**src/rtl/enc_pkg.sv**
```systemverilog
// Shared quadrature definitions for the encoder line conditioner and decoder.
package enc_pkg;

    localparam logic [1:0] ST_00 = 2'b00;
    localparam logic [1:0] ST_01 = 2'b01;
    localparam logic [1:0] ST_11 = 2'b11;
    localparam logic [1:0] ST_10 = 2'b10;

    localparam logic DIR_FWD = 1'b1;
    localparam logic DIR_REV = 1'b0;

    localparam int FILT_LEN_DEF = 4;

    typedef enum logic {
        PS_WAIT = 1'b0,
        PS_RUN  = 1'b1
    } prime_state_t;

    // Forward rotation on {A,B}: 00 -> 01 -> 11 -> 10 -> 00.
    function automatic logic [1:0] next_fwd(input logic [1:0] state);
        logic [1:0] nxt;
        case (state)
            ST_00:   nxt = ST_01;
            ST_01:   nxt = ST_11;
            ST_11:   nxt = ST_10;
            default: nxt = ST_00;
        endcase
        return nxt;
    endfunction

endpackage

```
**src/rtl/enc_filt_chan.sv**
```systemverilog
// One encoder line: 2-flop synchroniser, stability filter and a run-length
// tracker used to decide when the line is settled enough to prime on.
module enc_filt_chan
    import enc_pkg::*;
#(
    parameter int FILT_LEN = FILT_LEN_DEF
) (
    input  logic clk,
    input  logic reset,
    input  logic raw,
    input  logic upd_en,
    input  logic load,
    output logic filt,
    output logic chg,
    output logic glitch,
    output logic stable
);

    localparam int             CW       = 4;
    localparam logic [CW-1:0] TC       = CW'(FILT_LEN - 1);
    localparam logic [CW-1:0] HOLD_MAX = CW'(FILT_LEN);

    logic          sync_q1;
    logic          sync_q2;
    logic          sync_prev;
    logic [CW-1:0] cnt;
    logic [CW-1:0] hold;
    logic [CW-1:0] hold_nxt;
    logic          diff;

    assign diff   = sync_q2 != filt;
    assign chg    = upd_en && !load && diff && (cnt == TC);
    assign glitch = !load && !diff && (cnt != '0);

    // Length of the current run of identical synchronised samples, saturating.
    always_comb begin
        hold_nxt = hold;
        if (sync_q2 != sync_prev)
            hold_nxt = CW'(1);
        else if (hold != HOLD_MAX)
            hold_nxt = hold + 1'b1;
    end

    assign stable = hold_nxt == HOLD_MAX;

    always_ff @(posedge clk or negedge reset) begin
        if (!reset) begin
            sync_q1   <= 1'b0;
            sync_q2   <= 1'b0;
            sync_prev <= 1'b0;
            hold      <= '0;
            cnt       <= '0;
            filt      <= 1'b0;
        end else begin
            sync_q1   <= raw;
            sync_q2   <= sync_q1;
            sync_prev <= sync_q2;
            hold      <= hold_nxt;
            if (load) begin
                filt <= sync_q2;
                cnt  <= '0;
            end else if (!diff) begin
                cnt <= '0;
            end else if (cnt == TC) begin
                // Before priming a qualified change waits here at terminal count.
                if (upd_en) begin
                    filt <= ~filt;
                    cnt  <= '0;
                end
            end else begin
                cnt <= cnt + 1'b1;
            end
        end
    end

endmodule

```
**src/rtl/enc_quad_filter.sv**
```systemverilog
// Filtered quadrature decoder: priming, direction, position count and error flag.
// Optional rejected-glitch counter output enabled by `define ENC_GLITCH_CNT_EN.
//
// state   | meaning
// PS_WAIT | lines not yet jointly settled; filtered outputs frozen
// PS_RUN  | primed; filtered edges are decoded
module enc_quad_filter
    import enc_pkg::*;
#(
    parameter int FILT_LEN  = FILT_LEN_DEF,
    parameter int POS_WIDTH = 25
) (
    input  logic                 clk,
    input  logic                 reset,
    input  logic                 a_in,
    input  logic                 b_in,
    input  logic                 set_enc,
    input  logic [POS_WIDTH-1:0] preload,
    input  logic                 err_clr,
    output logic                 a_out,
    output logic                 b_out,
    output logic                 dir,
    output logic                 tick,
    output logic [POS_WIDTH-1:0] count,
    output logic                 err
`ifdef ENC_GLITCH_CNT_EN
    ,
    output logic [15:0]          glitch_cnt
`endif
);

    prime_state_t state_q;
    prime_state_t state_d;
    logic         primed;
    logic         load;
    logic         chg_a, chg_b;
    logic         glitch_a, glitch_b;
    logic         stable_a, stable_b;
    logic [1:0]   ab_cur;
    logic [1:0]   ab_nxt;
    logic         legal;
    logic         illegal;
    logic         fwd;

    enc_filt_chan #(.FILT_LEN(FILT_LEN)) u_chan_a (
        .clk    (clk),
        .reset  (reset),
        .raw    (a_in),
        .upd_en (primed),
        .load   (load),
        .filt   (a_out),
        .chg    (chg_a),
        .glitch (glitch_a),
        .stable (stable_a)
    );

    enc_filt_chan #(.FILT_LEN(FILT_LEN)) u_chan_b (
        .clk    (clk),
        .reset  (reset),
        .raw    (b_in),
        .upd_en (primed),
        .load   (load),
        .filt   (b_out),
        .chg    (chg_b),
        .glitch (glitch_b),
        .stable (stable_b)
    );

    always_ff @(posedge clk or negedge reset) begin
        if (!reset)
            state_q <= PS_WAIT;
        else
            state_q <= state_d;
    end

    always_comb begin
        state_d = state_q;
        if (state_q == PS_WAIT && stable_a && stable_b)
            state_d = PS_RUN;
    end

    always_comb begin
        primed = (state_q == PS_RUN);
        load   = (state_q == PS_WAIT) && stable_a && stable_b;
    end

    // Channels only strobe chg once primed, so no extra qualification here.
    assign ab_cur  = {a_out, b_out};
    assign ab_nxt  = ab_cur ^ {chg_a, chg_b};
    assign legal   = chg_a ^ chg_b;
    assign illegal = chg_a & chg_b;
    assign fwd     = ab_nxt == next_fwd(ab_cur);

    always_ff @(posedge clk or negedge reset) begin
        if (!reset) begin
            tick  <= 1'b0;
            dir   <= DIR_REV;
            count <= '0;
            err   <= 1'b0;
        end else begin
            tick <= legal;
            if (legal)
                dir <= fwd ? DIR_FWD : DIR_REV;
            if (set_enc)
                count <= preload;
            else if (legal)
                count <= fwd ? count + 1'b1 : count - 1'b1;
            if (illegal)
                err <= 1'b1;
            else if (err_clr)
                err <= 1'b0;
        end
    end

`ifdef ENC_GLITCH_CNT_EN
    logic [16:0] glitch_sum;

    assign glitch_sum = {1'b0, glitch_cnt} + {16'b0, glitch_a} + {16'b0, glitch_b};

    always_ff @(posedge clk or negedge reset) begin
        if (!reset)
            glitch_cnt <= '0;
        else if (err_clr)
            glitch_cnt <= '0;
        else if (glitch_sum[16])
            glitch_cnt <= 16'hFFFF;
        else
            glitch_cnt <= glitch_sum[15:0];
    end
`else
    logic unused_glitch;
    assign unused_glitch = glitch_a | glitch_b;
`endif

endmodule

```
**config.mk**
```make
export PLATFORM = sky130hd
export DESIGN_NAME = enc_quad_filter
export DESIGN_NICKNAME = d
export VERILOG_FILES = /design/src/rtl/enc_pkg.sv /design/src/rtl/enc_filt_chan.sv /design/src/rtl/enc_quad_filter.sv
export SDC_FILE = /design/constraint.sdc
export NUM_CORES = 1
export LEC_CHECK = 0
export CORE_MARGIN = 2
export CORE_UTILIZATION = 25
export DETAILED_ROUTE_END_ITERATION = 10
export GPL_TIMING_DRIVEN = 0
export PLACE_DENSITY_LB_ADDON = 0.05
export RECOVER_POWER = 100
export SKIP_LAST_GASP = 1
export SLEW_MARGIN = 40
export SYNTH_ARGS = -nofsm -noshare
export SYNTH_HDL_FRONTEND = slang
export SYNTH_SLANG_ARGS = --single-unit
```
**constraint.sdc**
```tcl
create_clock -name clk -period 5.75 [get_ports clk]
set_clock_uncertainty 0.15 [all_clocks]
set_input_delay 0.8625 -clock clk [delete_from_list [all_inputs] [get_ports clk]]
set_output_delay 0.8625 -clock clk [all_outputs]
set_load 0.1 [all_outputs]
```
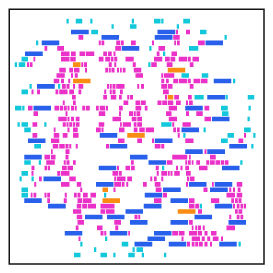
*Cell classes on the final placement, run 1*
Scale: 2 px per um.
[all other logic] magenta | cells: 354
[flip-flops] blue | cells: 53
[clock drivers and dummy loads] orange | cells: 8
[other buffers and delay cells] cyan | cells: 73

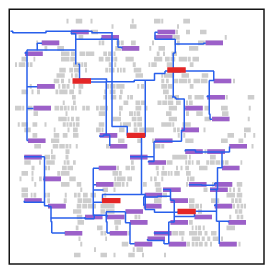
*Clock network drawn from the DEF, run 1*
Scale: 2 px per um.
[clock wires] blue | length: 1030 um
[flip-flops] purple | count: 53
[cells driving clock nets] red | count: 5
flops lie: spread over the die
routed clock nets: 6

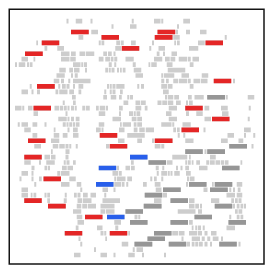
*Register map, names as in the netlist, run 1*
Scale: 2 px per um. Other sequential cells in the stronger grey, the rest of the logic in the fainter grey.
[count] red | flops: 25 | where: spread over the die
[u_chan_b.cnt] blue | flops: 4
not coloured: 24

==> ds_physical_params.txt, run 1 <==
Summary of implementation characteristics

Parameter                              Value

Run status
  Status    complete, but fails checks
  Violated checks    max-capacitance violations, max-slew violations

Setup path
  Depth of the most critical reg-to-reg path    16
  Required time at the endpoint of the critical path    5.80 ns
  Arr. time, crit path    approximately 4.8 ns
  Critical path launch point    u_chan_b.cnt[0]
  Critical Path Fanout Max    10
  Setup slack of the worst register-to-register path    between 1 and 1.5 ns
  Startpoint of the lowest-slack register-to-register path    u_chan_b.cnt[0]
  Kind of launch point of the worst setup path    register

Final layout
  Final design area excluding fillers    approximately 4600 um^2
  Utilization after layout    between 30 and 40%
  Number of fill cells in the layout    1535
  Most numerous logic cell after layout    dfrtp_1
  Number of flip-flops in the largest register    25
  Biggest register    count
  Top Layout Cells    dfrtp_1, clkbuf_1, nand2_1, nor2_1, a21oi_1
  Layout Area Growth over Synthesis    21.6%
  Net total in the final layout    between 500 and 600

Global route
  Global route hottest layer    met2
  First-pass GRT wire length    18100 um
  Initial antenna violation count    0
  Global Route met1 Usage    20.6%
  Met3 Track Usage GR    under 10%
  Gr ovfl total    0

Logic synthesis
  Number of synthesized flops with an enable pin    0
  Number of warnings issued by yosys    0
  Post-synthesis instance total    417
  Post-Syn Nets    around 480
  Count of distinct cell types in the synthesized netlist    between 60 and 70
  Post-synthesis cell area    about 3800 um^2
  Yosys top cell by area    dfrtp_1
  Cells in synth_stat.txt    ~420
  Chip area in the Yosys report    between 3000 and 4000 um^2
  Post-synthesis register bit count    53
  Top flip-flop cell by instance count after synthesis    dfrtp_1

Flow run
  Max-cap viol count    2
  Number of warnings in the stage logs    29

Clock network
  Buffer type at the clock tree root    clkbuf_16
  Number of hold buffers added after cts    0
  Clock net sink count    ~53

Hold path
  Hold depth    0
  Worst hold start    u_chan_a.sync_q1

Timing
  Least setup slack across all paths after layout    1.02 ns
  Final tally of setup violations    0
  Accumulated negative setup slack    0 ns
  Worst slack on hold paths    around 0.20 ns
  Worst slew margin relative to its limit    -7.91%
  Maximum operating frequency    between 0.2 and 0.25 GHz
  Final Max-Slew Violation Tally    55
  Setup repair after global routing missed its margin    no

Floorplanning
  Area of the die    16000 um^2
  Core area    between 10000 and 15000 um^2
  Ports    just over 60
  FP Rows    44
  Die boundary width    127 um

Drt
  Via total after detailed routing    3379
  Routed wire length    between 10000 and 15000 um
  Met3 Wirelength    around 420 um
  DRT met1 WL    about 5700 um
  Violation count after the first detailed-routing iteration    197
  Residual antenna-violating net count after detailed routing    0

Placed design
  Placed instance count    about 660
  Pre-CTS worst setup slack    1.38 ns
  DPL Wire Length    between 8000 and 9000 um
  Global placement routability congestion    approximately 0.85
  Port buffer count    approximately 60

Pwr
  Pwr/cell area    about 300 nW/um^2
  Worst vdd ir    between 0.1 and 0.15 mV
==> run 1: cell usage after synthesis (4+ instances only) <==
master,instances
a21o_1,17
a21oi_1,32
a221o_1,4
a22oi_1,4
a31oi_1,7
and2_1,4
and3_1,4
clkbuf_1,6
dfrtp_1,53
ha_1,31
inv_1,17
mux2i_1,10
nand2_1,37
nand2b_1,5
nand3_1,20
nor2_1,34
nor3_1,8
o211ai_1,4
o21ai_0,26
o31ai_1,4
or3_1,4
xnor2_1,16
xor2_1,11
==> run 1: report_power, final <==
part	total [W]	internal (W)	leakage, nW	switching [W]
combinational	0.000540	0.000173	1.16	0.000367
sequential	0.000483	0.000423	0.663	0.0000597
clock	0.000337	0.000168	0.0763	0.000169
==> run 1: final cells by class <==
cell class	count	area, um^2	area share [%]
inverter	18	67.6	1.48
tap	184	230	5.04
timing repair buffer	63	429	9.39
clock inverter	3	28.8	0.630
buffer	10	65.1	1.42
clock buffer	5	125	2.74
multi-input combinational	336	2300	50.3
sequential	53	1330	29.0
==> run 1: critical path: stages (launching register included) <==
cell	delay, ns
dfrtp_1	0.40
ha_1	0.19
nor3b_1	0.35
nand3_1	0.22
nand2_1	0.10
nor2_1	0.06
a31oi_4	0.33
clkbuf_1	0.51
ha_1	0.40
a211oi_2	0.26
o21bai_1	0.16
o2111ai_1	0.35
a31oi_1	0.22
a41oi_1	0.29
xnor2_1	0.18
a21oi_1	0.10
a311o_1	0.34
==> run 1: logic make-up after synthesis <==
family	synth area share [%]
AND-OR/OR-AND	24.1
AND/OR/NAND/NOR	16.9
flip-flops	35.3
adder cells (fa/ha/maj)	10.9
buffers and inverters	3.53
XOR/XNOR	6.29
multiplexers	2.96
### I/O nets highlighted, run 1

Scale: 4 px per um.
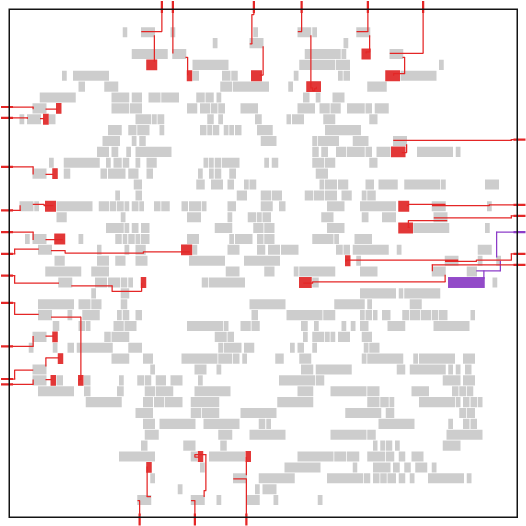

## Run 2: what changed since run 1
clock period = 4.4 ns   (was 5.75 ns; I/O delays follow)
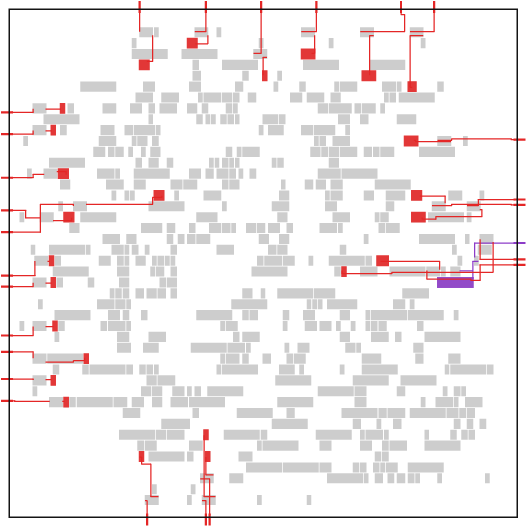
*I/O nets highlighted, run 2*
Scale: 4 px per um.
[preload] red | direction: input | edge: 11 west, 6 north, 5 east, 3 south | end cells: 25 | buffers: 25 | wire: 514 um
[err] purple | direction: output | edge: east | end cells: 1 | buffers: 1 | wire: 22.6 um

==> run 2 against run 1 <==
Compared with the run above:
- the run still ends with max-capacitance violations, max-slew violations left
- combinational power up 32%
- power rose by 31%
- die area did not move
- sequential power is 31% higher
- maximum frequency grew 12%
- area after synthesis did not move
- non-clock buffer count is 1 higher
- final cell count rose by 0.15%
- global-route usage is 0.085 points lower
- largest power group unchanged
- setup slack lost 0.84 ns
- clock power is 29% higher
==> ds_physical_params.txt, run 2 <==
Summary of implementation characteristics

Parameter                              Value

Global route
  Gr usage total    between 10% and 20%
  Grt met2 use    between 20% and 30%
  Met3 Track Usage GR    3.16% (+0.13 points)
  Gr ovfl total    0 (unchanged)
  First-pass GRT wire length    18100 um (+0.19%)
  Global Route met1 Usage    20.5% (-0.036 points)

Setup path
  Series of cell instances along the critical path    ha_1 -> nor3b_4 -> and3_2 -> nand2_1 -> nor2_1 -> a31oi_4 -> buf_8 -> buf_8 -> fa_1 -> a211oi_2 -> o21bai_2 -> o2111ai_2 -> a31oi_2 -> a41oi_2 -> xnor2_1 -> a21oi_1 -> a311o_1
  Kind of launch point of the worst setup path    register
  Required time at the endpoint of the critical path    4.44 ns (-1.36 ns)
  Worst path depth    17 (+1)
  Depth of the most critical reg-to-reg path    17 (+1)
  Critical Path Most Common Cell    buf_8
  Largest delay contributor family on the critical path    AND-OR/OR-AND gates
  Largest stage delay on the critical path    0.43 ns (-0.08 ns)
  Critical Path Fanout Max    15 (+5)
  Critical path launch point    u_chan_a.cnt[0]
  Critical path's slowest cell    fa_1

Drt
  Residual antenna-violating net count after detailed routing    0 (unchanged)
  Via total after detailed routing    3337 (-1.2%)
  Routed wire length    11200 um (about the same)
  Met3 Wirelength    427 um (+2.9%)
  DRT met1 WL    5790 um (+1.1%)
  Violation count after the first detailed-routing iteration    166 (-16%)

Logic synthesis
  Count of distinct cell types in the synthesized netlist    62 (unchanged)
  Post-synthesis cell area    3760 um^2 (unchanged)
  Post-synthesis instance total    417 (unchanged)
  Cells in synth_stat.txt    417 (unchanged)
  Post-Syn Nets    480 (unchanged)
  Chip area in the Yosys report    3760 um^2 (unchanged)
  Number of warnings issued by yosys    0 (unchanged)
  Top cells by instance count after synthesis    dfrtp_1, nand2_1, nor2_1, a21oi_1, ha_1
  Yosys top cell by area    dfrtp_1
  Top flip-flop cell by instance count after synthesis    dfrtp_1
  Number of synthesized flops with an enable pin    0 (unchanged)

Timing
  Final Max-Slew Violation Tally    35 (-36%)
  Accumulated negative setup slack    0 ns (unchanged)
  Worst slew margin relative to its limit    -32.9% (-25 points)
  Least setup slack across all paths after layout    0.177 ns (-0.839 ns)
  Final tally of setup violations    0 (unchanged)
  Maximum operating frequency    0.237 GHz (+12%)
  Final tally of hold violations    0
  Worst slack on hold paths    0.205 ns (+0.00181 ns)
  Setup repair after global routing missed its margin    yes

Final layout
  Layout Area Growth over Synthesis    23.5%
  Number of flip-flops in the largest register    25 (unchanged)
  Net total in the final layout    551 (+0.18%)
  Top Layout Cells    dfrtp_1, clkbuf_1, nand2_1, nor2_1, a21oi_1
  Most numerous logic cell after layout    dfrtp_1
  Biggest register    count
  Final design area excluding fillers    4640 um^2 (+1.5%)

Floorplanning
  FP Rows    44 (unchanged)
  Core area    14600 um^2 (unchanged)
  Ports    61 (unchanged)

Placed design
  Port buffer count    60 (unchanged)
  Global placement routability congestion    0.783 (-7.5%)
  Pre-CTS worst setup slack    -0.0479 ns (-1.43 ns)
  DPL Wire Length    8480 um (+0.34%)

Pwr
  Worst vdd ir    0.156 mV (+45%)
  Pwr/cell area    384 nW/um^2 (+29%)

Clock network
  TritonCTS clock tree    done
  Clock net sink count    53 (unchanged)

Run status
  Status    complete, but fails checks
  Violated checks    max-capacitance violations, max-slew violations

Hold path
  Worst hold start    u_chan_b.sync_q1
  Hold depth    0 (unchanged)

Flow run
  Number of warnings in the stage logs    30 (+3.4%)
  Max-cap viol count    1 (-1)
run 2: cell counts after synthesis:
Identical to the previous run, type by type.
run 2: logic make-up (layout without fill, tap and decap cells):
| family | Yosys count | in the layout | synth area share, % |
|---|---|---|---|
| compound gates | 133 | 133 | 24.1 |
| xor+xnor | 27 | 27 | 6.29 |
| fa+ha+maj | 32 | 32 | 10.9 |
| buf+inv | 28 | 100 | 3.53 |
| flops | 53 | 53 | 35.3 |
| mux | 11 | 11 | 2.96 |
| simple gates | 133 | 133 | 16.9 |
run 2: worst paths after layout:
kind | slack, ns | endpoint
min in group asynchronous | 0.43 | u_chan_b.hold[3]
setup reg to reg | 0.18 | count[24]
hold / removal | 0.21 | u_chan_b.sync_q2
max in group asynchronous | 1.24 | count[15]
hold reg to reg | 0.21 | u_chan_b.sync_q2
setup / recovery | 0.18 | count[24]
run 2: area by class of cell:
class                      count  area (um^2)
inverter                      18         67.6
tap                          184          230
buffer                        10         57.6
timing repair buffer          64          449
fill                        1553         9950
multi-input combinational    336         2350
sequential                    53         1330
clock buffer                   6          139
clock inverter                 2         17.5
run 2: power breakdown:
group / internal (W) / total (W) / leakage, nW / switching (W)
clock network: 0.000231 / 0.000435 / 0.0775 / 0.000204
registers: 0.000553 / 0.000633 / 0.663 / 0.0000794
logic: 0.000234 / 0.000715 / 1.19 / 0.000481
total: 0.00102 / 0.00178 / 1.93 / 0.000765
run 2: timing repair:
action | 4_1_cts | 5_1_grt
gates resized | 1 | 6
hold buffers | 0 | 0
pin swaps | 0 | 3
setup endpoints to repair | 1 | 5
setup buffers | 0 | 1
run 2: per-stage QoR:
stage / cells / power (W)
floorplan: 417 / 0.00118
global placement: 661 / 0.00138
detailed placement: 664 / 0.00136
CTS: 672 / 0.00182
global route: 673 / 0.00191
finish: 673 / 0.00178
### Clock network drawn from the DEF, run 2

Scale: 2 px per um.
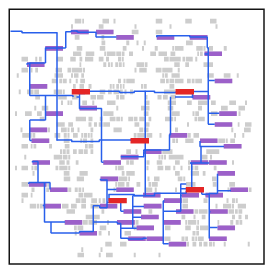

## Run 3: what changed since run 2
DONT_BUFFER_PORTS = 1   (was default)
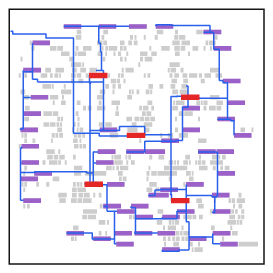
*Clock network drawn from the DEF, run 3*
Scale: 2 px per um.
[flip-flops] purple | count: 53
[clock wires] blue | length: 1010 um
[cells driving clock nets] red | count: 5
flops lie: spread over the die

==> run 3 against run 2 <==
Compared with the run above:
- the flow now finishes without violations
- maximum frequency rose by 2.9%
- area after synthesis unchanged
- hold slack lost 0.15 ns
- largest power group is now sequential cells
==> ds_physical_params.txt, run 3 <==
Summary of implementation characteristics

Parameter                              Value

Logic synthesis
  Post-synthesis register bit count    between 50 and 60
  Number of synthesized flops with an enable pin    0 (unchanged)
  Post-synthesis instance total    417 (unchanged)
  Post-Syn Nets    480 (unchanged)
  Average instance area after synthesis    between 9 and 10 um^2
  Top flip-flop cell by instance count after synthesis    dfrtp_1
  Top cells by instance count after synthesis    dfrtp_1, nand2_1, nor2_1, a21oi_1, ha_1
  Count of distinct cell types in the synthesized netlist    62 (unchanged)
  Yosys top cell by area    dfrtp_1
  Share of the yosys chip area belonging to registers    35.3%
  Number of warnings issued by yosys    0 (unchanged)
  Chip area in the Yosys report    3760 um^2 (unchanged)
  Post-synthesis cell area    3760 um^2 (unchanged)
  Cells in synth_stat.txt    417 (unchanged)

Placed design
  Port buffer count    0 (-100%)
  Pre-CTS worst setup slack    -0.195 ns (-0.147 ns)
  DPL Wire Length    8360 um (-1.4%)
  Placed instance count    602 (-9.3%)
  Global placement routability congestion    0.767 (-2.0%)

Setup path
  Depth of the most critical reg-to-reg path    16 (-1)
  Required time at the endpoint of the critical path    4.44 ns (about the same)
  Kind of launch point of the worst setup path    register
  Critical path's slowest cell    dfrtp_4
  Setup slack of the worst register-to-register path    0.29 ns (+0.12 ns)
  Worst path depth    16 (-1)
  Critical Path Most Common Cell    a21oi_1
  Endpoint of the most critical setup path    count[24]
  Reg-to-reg critical path endpoint    count[24]
  Largest delay contributor family on the critical path    AND-OR/OR-AND gates
  Critical path launch point    u_chan_a.filt
  Largest stage delay on the critical path    0.68 ns (+0.25 ns)
  Critical Path Fanout Max    16 (+1)
  Critical path class    register to register
  Series of cell instances along the critical path    xor2_4 -> and3_2 -> nand2_1 -> nor2_1 -> a31oi_4 -> buf_8 -> ha_1 -> clkbuf_1 -> a21oi_1 -> o211ai_1 -> a21oi_1 -> a31oi_1 -> a41oi_1 -> xnor2_1 -> a21oi_1 -> a311o_1

Floorplanning
  Init Core Util    about a quarter
  FP Rows    44 (unchanged)
  Die Y    between 100 and 150 um
  Ports    61 (unchanged)
  Core area    14600 um^2 (unchanged)

Global route
  First-pass GRT wire length    17900 um (-1.1%)
  Gr usage total    14.5% (+0.16 points)
  Gr ovfl total    0 (unchanged)

Final layout
  Final standard cell count with taps included and fillers excluded    613 (-8.9%)
  Number of flip-flops in the largest register    25 (unchanged)
  Biggest register    count
  FF/Latch Area    1330 um^2 (+0.57%)
  Utilization after layout    between 20% and 30%
  Most numerous logic cell after layout    dfrtp_1
  Top Layout Cells    dfrtp_1, nand2_1, nor2_1, a21oi_1, ha_1
  Final design area excluding fillers    4280 um^2 (-7.7%)
  Net total in the final layout    491 (-11%)
  Number of fill cells in the layout    1563 (+0.64%)
  Logic area    2350 um^2 (about the same)

Drt
  Pre-Repair DR Iteration Count    4
  Routed wire length    11200 um (-0.42%)
  Routed via count divided by cell count    between 5 and 6
  Violation count after the first detailed-routing iteration    112 (-33%)
  Residual antenna-violating net count after detailed routing    0 (unchanged)
  Number of design rule violations left after detail routing    0
  Via total after detailed routing    3123 (-6.4%)

Timing
  Accumulated negative setup slack    0 ns (unchanged)
  Final tally of setup violations    0 (unchanged)
  Final Max-Slew Violation Tally    0 (-100%)
  Final tally of hold violations    0 (unchanged)
  Setup repair after global routing missed its margin    no
  Worst slew margin relative to its limit    33.1% (+66 points)
  Worst slack on hold paths    0.0548 ns (-0.150 ns)
  Maximum operating frequency    0.244 GHz (+2.9%)
  Least setup slack across all paths after layout    0.294 ns (+0.118 ns)

Flow run
  Max-cap viol count    0 (-1)
  Number of warnings in the stage logs    29 (-3.3%)

Clock network
  Clock net sink count    53 (unchanged)
  TritonCTS clock tree    done
  Total clock buffers created by CTS    5
  Number of H-tree branching levels    2

Run status
  Status    finished clean

Pwr
  Total power    0.00179 W (+0.62%)
  Pwr/cell area    419 nW/um^2 (+9.0%)
  Worst vdd ir    0.159 mV (+1.7%)

Hold path
  Min-Delay Path Class    primary input to async pin
## run 3: cell types whose count changed in the layout (fill, tap and decap cells not counted), moves of 2 or more
| cell | change |
|---|---|
| clkbuf_1 | -31 |
| clkdlybuf4s50_1 | -27 |
| dfrtp_1 | -2 |
| dfrtp_4 | +2 |
| dlygate4sd3_1 | -2 |
## run 3: cell families (layout without fill, tap and decap cells)
group / after synthesis / count (layout) / share of synthesized area, %
and+or+nand+nor: 133 / 133 / 16.9
muxes: 11 / 11 / 2.96
xor gates and xnor gates: 27 / 27 / 6.29
adders and majority gates: 32 / 32 / 10.9
DFF: 53 / 53 / 35.3
AOI/OAI and AO/OA: 133 / 133 / 24.1
buffers and inverters: 28 / 40 / 3.53
## run 3: final cells by class
type                       instances  share of cell area, %
inverter                          18                   1.58
sequential                        53                   31.1
timing repair buffer               4                   1.34
clock buffer                       5                   2.92
clock inverter                     3                   1.17
tap                              184                   5.37
multi-input combinational        336                   55.0
buffer                            10                   1.52
## run 3: repair_timing
| item | CTS | global route |
|---|---|---|
| hold buffers | 1 | 0 |
| hold endpoints to repair | 53 | 0 |
| setup buffers | 2 | 0 |
| setup endpoints to repair | 2 | 5 |
| gates resized | 2 | 8 |
## run 3: layer usage
metal / up-vias / track usage [%] / share of wire [%]
li1: 1558 / - / -
met1: 1491 / 20.4 / 49
met2: 66 / 21.7 / 43
met3: 8 / 3.84 / 6.1
met4: 0 / 4.46 / 1.3
met5: - / 0 / 0
## run 3: power breakdown
| part | switching [W] | internal (W) |
|---|---|---|
| Sequential | 0.000297 | 0.000551 |
| Combinational | 0.000254 | 0.000203 |
| Clock | 0.000214 | 0.000275 |
Power figures rest on the tool's default switching activity, not on a simulated workload.
